<file path="src/rtl/y86_pipe_pkg.sv">
// Shared Y86 pipeline types: status/opcode codes, packed stage payload layout, bubble constants.
package y86_pipe_pkg;

    localparam int unsigned STAT_W  = 3;
    localparam int unsigned ICODE_W = 4;
    localparam int unsigned IFUN_W  = 4;
    localparam int unsigned VAL_W   = 64;
    localparam int unsigned REG_W   = 4;
    localparam int unsigned SPARE_W = 8;

    typedef enum logic [STAT_W-1:0] {
        STAT_AOK = 3'd1,
        STAT_HLT = 3'd2,
        STAT_ADR = 3'd3,
        STAT_INS = 3'd4,
        STAT_BUB = 3'd5
    } stat_e;

    localparam logic [ICODE_W-1:0] ICODE_HALT = 4'h0;
    localparam logic [ICODE_W-1:0] ICODE_NOP  = 4'h1;
    localparam logic [REG_W-1:0]   RNONE      = 4'hF;

    // Spare byte pads the code/register nibble slots out to eight.
    typedef struct packed {
        logic [SPARE_W-1:0] spare;
        stat_e              stat;
        logic [ICODE_W-1:0] icode;
        logic [IFUN_W-1:0]  ifun;
        logic [VAL_W-1:0]   valc;
        logic [VAL_W-1:0]   vala;
        logic [VAL_W-1:0]   valb;
        logic [REG_W-1:0]   dste;
        logic [REG_W-1:0]   dstm;
        logic [REG_W-1:0]   srca;
        logic [REG_W-1:0]   srcb;
    } pipe_payload_t;

    localparam int unsigned PAYLOAD_W = $bits(pipe_payload_t);

    localparam int unsigned OFF_SRCB  = 0;
    localparam int unsigned OFF_SRCA  = OFF_SRCB  + REG_W;
    localparam int unsigned OFF_DSTM  = OFF_SRCA  + REG_W;
    localparam int unsigned OFF_DSTE  = OFF_DSTM  + REG_W;
    localparam int unsigned OFF_VALB  = OFF_DSTE  + REG_W;
    localparam int unsigned OFF_VALA  = OFF_VALB  + VAL_W;
    localparam int unsigned OFF_VALC  = OFF_VALA  + VAL_W;
    localparam int unsigned OFF_IFUN  = OFF_VALC  + VAL_W;
    localparam int unsigned OFF_ICODE = OFF_IFUN  + IFUN_W;
    localparam int unsigned OFF_STAT  = OFF_ICODE + ICODE_W;
    localparam int unsigned OFF_SPARE = OFF_STAT  + STAT_W;

    localparam pipe_payload_t E_BUBBLE = '{
        spare: '0,
        stat:  STAT_AOK,
        icode: ICODE_NOP,
        ifun:  '0,
        valc:  '0,
        vala:  '0,
        valb:  '0,
        dste:  RNONE,
        dstm:  RNONE,
        srca:  RNONE,
        srcb:  RNONE
    };

    localparam pipe_payload_t D_BUBBLE = E_BUBBLE;
    localparam pipe_payload_t M_BUBBLE = E_BUBBLE;
    localparam pipe_payload_t W_BUBBLE = E_BUBBLE;

    localparam logic [PAYLOAD_W-1:0] E_BUBBLE_VEC = E_BUBBLE;
    localparam logic [PAYLOAD_W-1:0] D_BUBBLE_VEC = D_BUBBLE;
    localparam logic [PAYLOAD_W-1:0] M_BUBBLE_VEC = M_BUBBLE;
    localparam logic [PAYLOAD_W-1:0] W_BUBBLE_VEC = W_BUBBLE;

    // True when a payload carries no architectural effect.
    function automatic logic payload_is_nop(input pipe_payload_t p);
        return (p.icode == ICODE_NOP) && (p.dste == RNONE) && (p.dstm == RNONE);
    endfunction

endpackage

</file>
<file path="src/rtl/y86_sat_counter.sv">
// Saturating up-counter with synchronous clear (clear beats increment); at_max flags count == MAX.
module y86_sat_counter
    import y86_pipe_pkg::*;
#(
    parameter int unsigned       WIDTH = 8,
    parameter logic [WIDTH-1:0]  MAX   = '1
) (
    input  logic             clk,
    input  logic             rst_n,
    input  logic             inc,
    input  logic             clr,
    output logic [WIDTH-1:0] count,
    output logic             at_max
);

    logic [WIDTH-1:0] r_count;
    logic [WIDTH-1:0] w_next;

    always_comb begin
        w_next = r_count;
        if (clr) begin
            w_next = '0;
        end else if (inc && (r_count != MAX)) begin
            w_next = r_count + WIDTH'(1);
        end
    end

    always_ff @(posedge clk or negedge rst_n) begin
        if (!rst_n) begin
            r_count <= '0;
        end else begin
            r_count <= w_next;
        end
    end

    assign count  = r_count;
    assign at_max = (r_count == MAX);

endmodule

</file>
<file path="src/rtl/y86_pipe_stage_reg.sv">
// Generic Y86 pipeline stage register: stall/bubble control, valid tracking, stall watchdog.
// Optional perf counters (stall_cnt, bubble_cnt) enabled by defining PIPE_PERF_CNT_EN.
module y86_pipe_stage_reg
    import y86_pipe_pkg::*;
#(
    parameter int unsigned       W           = PAYLOAD_W,
    parameter logic [W-1:0]      BUBBLE_VAL  = '0,
    parameter int unsigned       STALL_LIMIT = 16,
    parameter int unsigned       CNT_W       = 32
) (
    input  logic             clk,
    input  logic             rst_n,
    input  logic             stall,
    input  logic             bubble,
    input  logic             in_valid,
    input  logic [W-1:0]     in_data,
    input  logic             timeout_clr,
    output logic             out_valid,
    output logic [W-1:0]     out_data,
    output logic             ctrl_conflict,
    output logic             stall_timeout
`ifdef PIPE_PERF_CNT_EN
    ,
    output logic [CNT_W-1:0] stall_cnt,
    output logic [CNT_W-1:0] bubble_cnt
`endif
);

    localparam int unsigned RUN_W = $clog2(STALL_LIMIT + 1);

    logic [W-1:0]     r_data;
    logic             r_valid;
    logic             r_conflict;
    logic             r_timeout;
    logic             w_run_inc;
    logic             w_run_clr;
    logic             w_run_hit;
    logic             w_run_at_max;
    logic [RUN_W-1:0] w_run_cnt;

    // Payload path: bubble > stall > load.
    always_ff @(posedge clk or negedge rst_n) begin
        if (!rst_n) begin
            r_data  <= BUBBLE_VAL;
            r_valid <= 1'b0;
        end else if (bubble) begin
            r_data  <= BUBBLE_VAL;
            r_valid <= 1'b0;
        end else if (!stall) begin
            r_data  <= in_data;
            r_valid <= in_valid;
        end
    end

    // A stall-and-bubble cycle holds the run count: it neither extends nor breaks the run.
    assign w_run_inc = stall & ~bubble;
    assign w_run_clr = timeout_clr | ~stall;

    y86_sat_counter #(
        .WIDTH (RUN_W),
        .MAX   (RUN_W'(STALL_LIMIT))
    ) u_run_cnt (
        .clk    (clk),
        .rst_n  (rst_n),
        .inc    (w_run_inc),
        .clr    (w_run_clr),
        .count  (w_run_cnt),
        .at_max (w_run_at_max)
    );

    assign w_run_hit = w_run_inc & ~timeout_clr &
                       (w_run_at_max | (w_run_cnt == RUN_W'(STALL_LIMIT - 1)));

    always_ff @(posedge clk or negedge rst_n) begin
        if (!rst_n) begin
            r_conflict <= 1'b0;
            r_timeout  <= 1'b0;
        end else begin
            r_conflict <= stall & bubble;
            r_timeout  <= timeout_clr ? 1'b0 : (r_timeout | w_run_hit);
        end
    end

    assign out_data      = r_data;
    assign out_valid     = r_valid;
    assign ctrl_conflict = r_conflict;
    assign stall_timeout = r_timeout;

`ifdef PIPE_PERF_CNT_EN
    logic w_stall_max_unused;
    logic w_bubble_max_unused;

    // Lifetime totals; only reset clears them.
    y86_sat_counter #(
        .WIDTH (CNT_W),
        .MAX   ({CNT_W{1'b1}})
    ) u_stall_cnt (
        .clk    (clk),
        .rst_n  (rst_n),
        .inc    (w_run_inc),
        .clr    (1'b0),
        .count  (stall_cnt),
        .at_max (w_stall_max_unused)
    );

    y86_sat_counter #(
        .WIDTH (CNT_W),
        .MAX   ({CNT_W{1'b1}})
    ) u_bubble_cnt (
        .clk    (clk),
        .rst_n  (rst_n),
        .inc    (bubble),
        .clr    (1'b0),
        .count  (bubble_cnt),
        .at_max (w_bubble_max_unused)
    );
`else
    localparam int unsigned cnt_w_unused = CNT_W;
`endif

endmodule

</file>
<file path="config.mk">
export PLATFORM = sky130hd
export DESIGN_NAME = y86_pipe_stage_reg
export DESIGN_NICKNAME = d
export VERILOG_FILES = /design/src/rtl/y86_pipe_pkg.sv /design/src/rtl/y86_sat_counter.sv /design/src/rtl/y86_pipe_stage_reg.sv
export SDC_FILE = /design/constraint.sdc
export NUM_CORES = 1
export LEC_CHECK = 0
export ABC_AREA = 1
export CAP_MARGIN = 20
export CELL_PAD_IN_SITES_DETAIL_PLACEMENT = 1
export CELL_PAD_IN_SITES_GLOBAL_PLACEMENT = 1
export CORE_MARGIN = 2
export CORE_UTILIZATION = 31
export CTS_CLUSTER_DIAMETER = 40
export DETAILED_ROUTE_END_ITERATION = 10
export GPL_TIMING_DRIVEN = 0
export PLACE_DENSITY_LB_ADDON = 0.1
export SLEW_MARGIN = 20
export SYNTH_ARGS = -nofsm -noshare
export SYNTH_HDL_FRONTEND = slang
export SYNTH_SLANG_ARGS = --single-unit
</file>
<file path="constraint.sdc">
create_clock -name clk -period 3.2 [get_ports clk]
set_clock_uncertainty 0.15 [all_clocks]
set_input_delay 0.64 -clock clk [delete_from_list [all_inputs] [get_ports clk]]
set_output_delay 0.64 -clock clk [all_outputs]
set_load 0.1 [all_outputs]
</file>
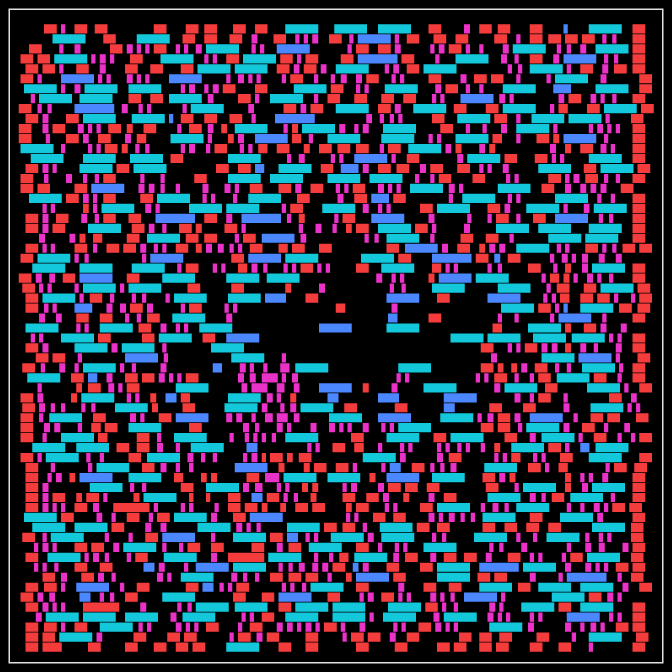
Fig. 1. Placed cells, one color a class.
- red: other buffers and delay cells (cells 542; share of their area 33%)
- blue: clock drivers and dummy loads (cells 75; share of their area 9.6%)
- magenta: combinational and other logic (cells 724; share of their area 20%)
- cyan: flops (cells 235; share of their area 38%)
sequential portion of the cell area: 0.365
post-layout instance area: 0.0161 mm2

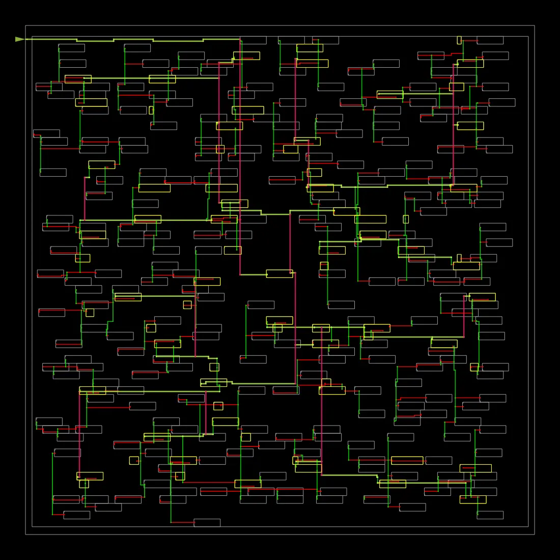
Fig. 2. Clock routing.
TritonCTS Buffers: 41
clk_buf instances: 48
Clock Sinks: 235

==> results.txt <==
Implementation results. OpenSTA lists the critical path startpoint as out_data[89]$_DFFE_PN0P_. Total leakage power landed at about 7.9 nW. Routing usage on met1 landed at 0.256. Count of buffers not belonging to the clock network in the layout landed at around 540. The synthesis log from Yosys contains 0 warnings.

The endpoint identified for the worst register-to-register timing path is u_run_cnt.count[0]$_DFFE_PN0P_. Half-perimeter wire length of the detailed placement result landed at approximately 28 mm. Of all power groups, the one with the highest power is the clock network.

The total area inside the core boundary comes to roughly 0.030 mm2. Number of violations reported at the end of detailed-routing iteration 0 landed at between 500 and 600. Worst path setup slack after routing landed at ~0.28 ns.

Quantity of I/O buffers inserted on ports landed at roughly 460. Via count of the routed design landed at 9193. The area growth from synthesis to layout is 71.7%. Counting pins that exceed their max-slew limit in the final report gives 0. Sorting the synthesized cells by area gives the leading types as sky130_fd_sc_hd__dfrtp_1 63%, sky130_fd_sc_hd__nand2_1 19%, sky130_fd_sc_hd__nand3_1 13%, sky130_fd_sc_hd__buf_2 2.8%, sky130_fd_sc_hd__buf_4 1.7%. Sequential element share of the synthesized area landed at 0.627. In the final routed layout, each cell accounts on average for 18.9 um. Of the cells placed in the final design, the portion with a size suffix greater than 1 is 0.0971.

The worst setup path is captured at an output port. Final period utilization landed at 0.913. The final layout report lists a filler cell count of ~3400.

According to the tapcell log, the count of inserted taps is 390. Share of the final layout cell area in multi-input gates landed at 0.188. The worst setup path is of the reg2out kind. Per the final timing report, the hold violations number 0. Largest driver fanout on the critical path landed at 2. The detailed router reported a total wirelength of 37.2 mm. Post-synthesis area per instance landed at 9.06 um2. In this run the core area contains between 60 and 70 standard-cell rows. The register with the most flip-flops in the layout has roughly 230 of them. Number of antenna violations at the first check in global routing landed at 7. The most used flip-flop cell after synthesis is sky130_fd_sc_hd__dfrtp_1. After routing, the total negative slack on setup checks comes to 0 ns. Looking at the critical path, the single cell with the biggest stage delay is sky130_fd_sc_hd__clkdlybuf4s50_1. The slew check shows that the tightest pin keeps a relative margin of 0.235. Setup repair after global routing left no endpoint under its margin. Met3 routing resource usage after global routing landed at 0.0943. In this run the cell area of the synthesized design comes to roughly 0.0094 mm2. Clock-pin slew reported for the worst setup and hold paths after clock tree synthesis landed at around 0.050 ns. Counting only logic cells after layout, the most numerous master is sky130_fd_sc_hd__nand2_1. Synthesis area per yosys landed at about 0.0094 mm2. For this run, the detailed router reports a per-instance via density of between 4 and 5. Highest ir drop seen on vdd landed at between 0.0003 and 0.0004 V. Internal power contribution landed at around 6.9 mW.

The launch point of the worst min-delay path is recorded as out_data[60]$_DFFE_PN0P_. Summing over the stages, the warning tally comes to 27. In the final design database the tool counted about 1800 nets. Counting both buffers and inverters, the worst setup path holds a total of 1.

The first global-routing pass estimated about 56 mm of wire. By instance count, the leading cell after synthesis is sky130_fd_sc_hd__nand2_1. The share of synthesized area in the top cell type comes to 0.627. Recorded from the global router log, the overflow total was 0. Maximum clock frequency landed at ~340 MHz. The final weighted congestion recorded by global placement is just over 0.8. Per the final report, the share of cell area in non-clock buffers is 0.320. Die boundary height landed at roughly 180 um. Number of unique standard cell types used by synthesis landed at 17. Of all cell types, the one taking the most synthesized area is sky130_fd_sc_hd__dfrtp_1.

Number of instances resized during post-cts repair landed at 0. I/O pin count landed at about 460. Net count after synthesis landed at approximately 1300. Delay contributed by the slowest stage of the critical path landed at ~1.3 ns. Among the non-sequential cells, simple AND/OR/NAND/NOR gates take the most area.

The worst register-to-register path depth is 5. Sum of met2 wire segment lengths after detailed routing landed at ~18 mm. Arithmetic-cell share of the synthesized area counting full adders, half adders and majority gates landed at 0.00267. Ranked by instance count, the synthesized netlist is headed by 464 x sky130_fd_sc_hd__nand2_1, 237 x sky130_fd_sc_hd__nand3_1, 235 x sky130_fd_sc_hd__dfrtp_1. Portion of the layout cell area used by clock cells landed at 0.0932.

Setup violation total in the final timing report landed at 0. In the final routing, the length of wire on met1 measures approximately 14 mm. In this run the horizontal extent of the chip is between 150 and 200 um. Per the detail_route log, the uppermost layer with routed signals is met5.

Worst hold slack landed at around 0.31 ns. The H-tree was split into 2 levels. Per the synthesis report, the AND-OR/OR-AND share of the synthesized area is 0.00400. Routed wire length on met3 landed at around 3.8 mm. Once placement finished, the instance area stood at 0.0146 mm2.

Total power landed at about 10 mW. Hold-fix buffer count after cts landed at 1. Overall global routing resource usage landed at 0.233. The most common logic cells in the final layout are 464 x sky130_fd_sc_hd__nand2_1, 461 x sky130_fd_sc_hd__clkdlybuf4s50_1, 237 x sky130_fd_sc_hd__nand3_1, 235 x sky130_fd_sc_hd__dfrtp_1, 52 x sky130_fd_sc_hd__buf_2.

The clock period could shrink to between 2 and 3 ns. After clock tree synthesis, the setup repair step added 0 buffers. Entering global routing, the biggest net connects 69 pins. The min-delay analysis places its worst path in the category reg2reg. The count of cells in the finished layout, fillers not included, comes to about 2000.

The run finished with clean final reports. Sequential cell count landed at roughly 240. The worst setup path is launched from a register. Number of non-clock inverters in the layout landed at 8. TritonCTS built the clock tree. The via count of the first global-routing pass came to 9777. After detailed placement, the design holds a cell count of between 1500 and 2000. STA puts the critical path data arrival time at between 2 and 2.5 ns.

For met2 alone, demand over resource in global routing was 0.404. Ranked by total area, the top cell class in this layout is registers. According to the report, the first pass of detailed routing completed in 4 iterations. In this run the remaining antenna-violating nets after routing total 0. Critical path depth landed at 1. The share of total power dissipated in sequential elements is 0.314. Effective utilization at floorplan landed at 0.315. In this run the critical path is formed by clkdlybuf4s50_1. Required time at the endpoint of the critical path landed at 2.41 ns.

Number of multi-input combinational cells in the layout landed at around 720. Per STA, the endpoint of the critical path is out_data[89]. Diode insertion count for antenna repair landed at 3. The power report attributes to the combinational group a share of 0.225.

The worst hold path terminates at out_data[60]$_DFFE_PN0P_. Final core utilization landed at 0.541. Area used by sequential logic in the layout landed at 0.00588 mm2.
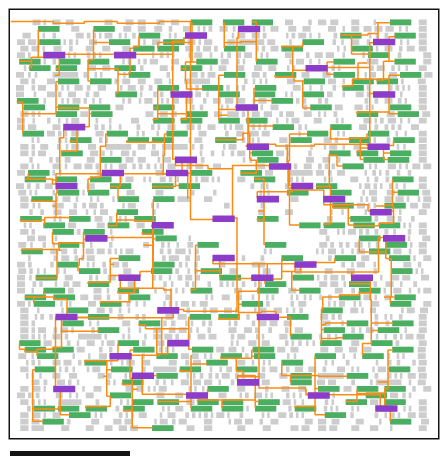
Fig. 3. Clock network drawn from the DEF.
Scale bar: 50 um.
- purple: clock drivers (count 41)
- green: flip-flops (count 235)
- orange: clock wires (length 3600 um)
- flops lie: spread over the die
insertion delay at the late pin of the worst-skew pair: 0.52 ns
Clk network pwr share: 0.461
P_clk: 4.74 mW

No activity file was given, so power comes from the tool's default toggle rates.
